==> config.mk <==
export PLATFORM = sky130hd
export DESIGN_NAME = reveal_sequencer_flat
export DESIGN_NICKNAME = d
export VERILOG_FILES = /design/src/rtl/minesweeper_pkg.sv /design/src/rtl/reveal_sequencer_if.sv /design/src/rtl/reveal_sequencer_fifo.sv /design/src/rtl/reveal_sequencer.sv /design/src/flat_wrapper.sv
export SDC_FILE = /design/constraint.sdc
export NUM_CORES = 1
export LEC_CHECK = 0
export ABC_AREA = 1
export CAP_MARGIN = 25
export CORE_MARGIN = 2
export CORE_UTILIZATION = 29
export DETAILED_ROUTE_END_ITERATION = 10
export GPL_ROUTABILITY_DRIVEN = 0
export PLACE_DENSITY = 0.42
export SYNTH_ARGS = -nofsm -noshare
export SYNTH_HDL_FRONTEND = slang
export SYNTH_HIERARCHICAL = 1
export SYNTH_SLANG_ARGS = --single-unit
==> constraint.sdc <==
create_clock -name CLK -period 6.6 [get_ports CLK]
set_input_delay 0.99 -clock CLK [delete_from_list [all_inputs] [get_ports CLK]]
set_output_delay 0.99 -clock CLK [all_outputs]
set_load 0.05 [all_outputs]
Figure 1. Metal 1 (run 1).
Scale bar: 100 um.
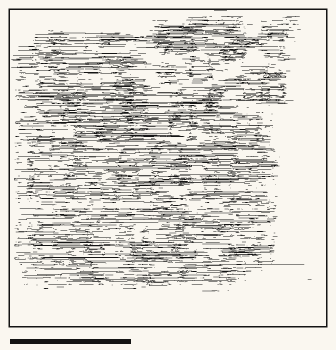
nets with wire on the layer: 1734
share of all routed wire: 46%
Total Routed Length: 53800 um
via count: 12900
met1 Usage GRT: 22.3%

Figure 2. M2 wires (run 1).
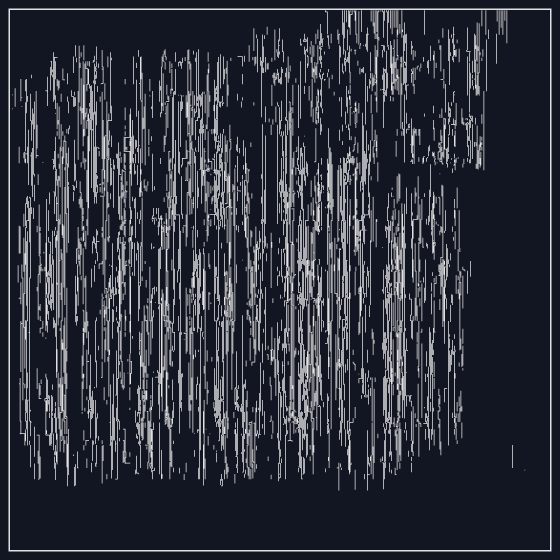
longest straight run: 103 um
share of all routed wire: 47%
wire length on this layer: 25.3 mm
nets with wire on the layer: 1375
met2 Resource Use GR: 26.5%

Figure 3. Met3 routing (run 1).
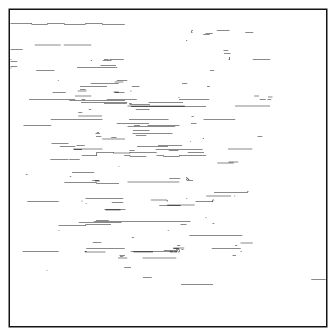
nets with wire on the layer: 89
main direction: horizontal
wire length on this layer: 2400 um
met3 Use GR: 2.07%

==> flow.log, run 1 <==
[metrics] run summary
INFO  metric status = finished clean
INFO  metric tapCellCount = between 800 and 900
INFO  metric post_synth_and_or_nand_nor_area_fraction = between 20% and 30%
INFO  metric clock_sink_count = 430
INFO  metric worst_clock_skew = 0.0192 ns
INFO  metric ys_seq_share = 66.6%
INFO  metric combPwrFrac = 14.3%
INFO  metric synthesized_instance_count = 1777
INFO  metric final_core_utilization = between 30 and 40%
INFO  metric die_height = 260 um
INFO  metric drtIter0Drc = 1136
INFO  metric cap_viol_max_count = 0
INFO  metric post_cts_resize_count = 0
INFO  metric path_depth = 12
INFO  metric wl_met3 = ~2400 um
INFO  metric place.detailed.instances = between 2000 and 3000
INFO  metric gr_busiest_metal = met2
INFO  metric worst-r2r-cell-count = 12
INFO  metric required_worst_endpoint = 5.61 ns
INFO  metric critical_path.startpoint_type = register
INFO  metric drt.antenna.violating_nets = 0
INFO  metric die-width = 260 um
INFO  metric first_pass_iters = 5
INFO  metric rsz_0062_raised_after_global_routing = false
INFO  metric grt.overflow.total = 0
INFO  metric topRoutingLayerUsed = met4
INFO  metric comb_power = 0.953 mW
INFO  metric power-per-cell-area = 307 nW/um2
INFO  metric cts.hold.buffers_added = 0
INFO  metric wl_met1 = 25000 um
INFO  metric cp_cell_sequence = inv_1 > ha_1 > o21ai_1 > ha_1 > a21oi_1 > nand3_1 > nand2_1 > nand2_2 > nor2_4 > nand2_1 > a21oi_1 > clkdlybuf4s50_1
INFO  metric postLayoutCellArea = between 20000 and 25000 um2
INFO  metric clk-power = 2.58 mW
## Run 2: what changed since run 1
--- a/config.mk
+++ b/config.mk
@@ -11,7 +11,7 @@
 export CORE_UTILIZATION = 29
 export DETAILED_ROUTE_END_ITERATION = 10
 export GPL_ROUTABILITY_DRIVEN = 0
-export PLACE_DENSITY = 0.42
+export PLACE_DENSITY = 0.44
 export SYNTH_ARGS = -nofsm -noshare
 export SYNTH_HDL_FRONTEND = slang
 export SYNTH_HIERARCHICAL = 1
==> constraint.sdc (replaced) <==
create_clock -name CLK -period 3.95 [get_ports CLK]
set_input_delay 0.5925 -clock CLK [delete_from_list [all_inputs] [get_ports CLK]]
set_output_delay 0.5925 -clock CLK [all_outputs]
set_load 0.05 [all_outputs]
Figure 4. Routing congestion (run 2).
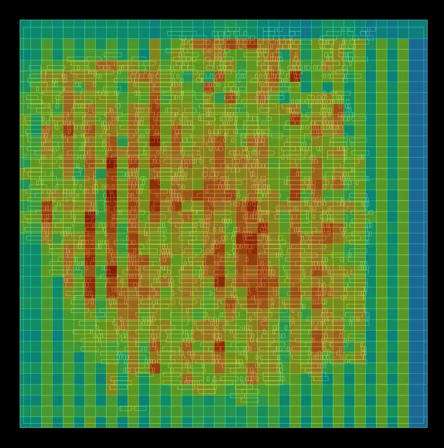
Final Core Density: 34.2%
met3 Use GR: 2.11%
WL/cell: 19.4 um
met2 Resource Use GR: 26.3%

==> run 2 against run 1 <==
  * Synthesized cell count stayed put
  * Largest cell class unchanged
  * Cell count grew 0.97%
  * Worst setup slack lost 1.5 ns
  * Critical endpoint is now bus_cell_wr_addr[5]
  * Combinational power increased by 79%
  * Synthesized area did not move
==> flow.log, run 2 <==
[metrics] run summary
INFO  metric rsz_0062_raised_after_global_routing = false
INFO  metric routed_wl = 52900 um (-1.8%)
INFO  metric topRoutingLayerUsed = met4
INFO  metric worst-r2r-cell-count = 10 (-2)
INFO  metric worst_clock_skew = 0.0266 ns (+0.00742 ns)
INFO  metric die_height = 260 um (unchanged)
INFO  metric tapCellCount = 855 (unchanged)
INFO  metric die-width = 260 um (unchanged)
INFO  metric drt.antenna.violating_nets = 0 (unchanged)
INFO  metric post_cts_resize_count = 0 (unchanged)
INFO  metric yosys.area_share.aoi = under 10%
INFO  metric required_worst_endpoint = 3.36 ns (-2.25 ns)
INFO  metric place.detailed.instances = 2630 (+0.96%)
INFO  metric grt_pass1_wl = approximately 80000 um
INFO  metric first_pass_iters = 5 (unchanged)
INFO  metric comb_power = 1.71 mW (+79%)
INFO  metric clock_sink_count = 430 (unchanged)
INFO  metric synthesized_instance_count = 1777 (unchanged)
INFO  metric cap_viol_max_count = 0 (unchanged)
INFO  metric drtIter0Drc = 1032 (-9.2%)
INFO  metric cts.hold.buffers_added = 0 (unchanged)
INFO  metric status = finished clean
INFO  metric wl_met3 = 2310 um (-3.7%)
INFO  metric post_synth_and_or_nand_nor_area_fraction = 25.1% (unchanged)
INFO  metric power-per-cell-area = 504 nW/um2 (+64%)
INFO  metric gr_busiest_metal = met2
INFO  metric combPwrFrac = 15.4% (+1.1 points)
INFO  metric vias = 13000 (+0.35%)
INFO  metric critical_path.startpoint_type = register
INFO  metric clk-power = 4.25 mW (+65%)
INFO  metric postLayoutCellArea = 22100 um2 (+2.3%)
INFO  metric path_depth = 10 (-2)
INFO  metric grt.overflow.total = 0 (unchanged)
INFO  metric slew_viol_final = 0
INFO  metric clock_latency = roughly 0.60 ns
No activity file was given, so power comes from the tool's default toggle rates.
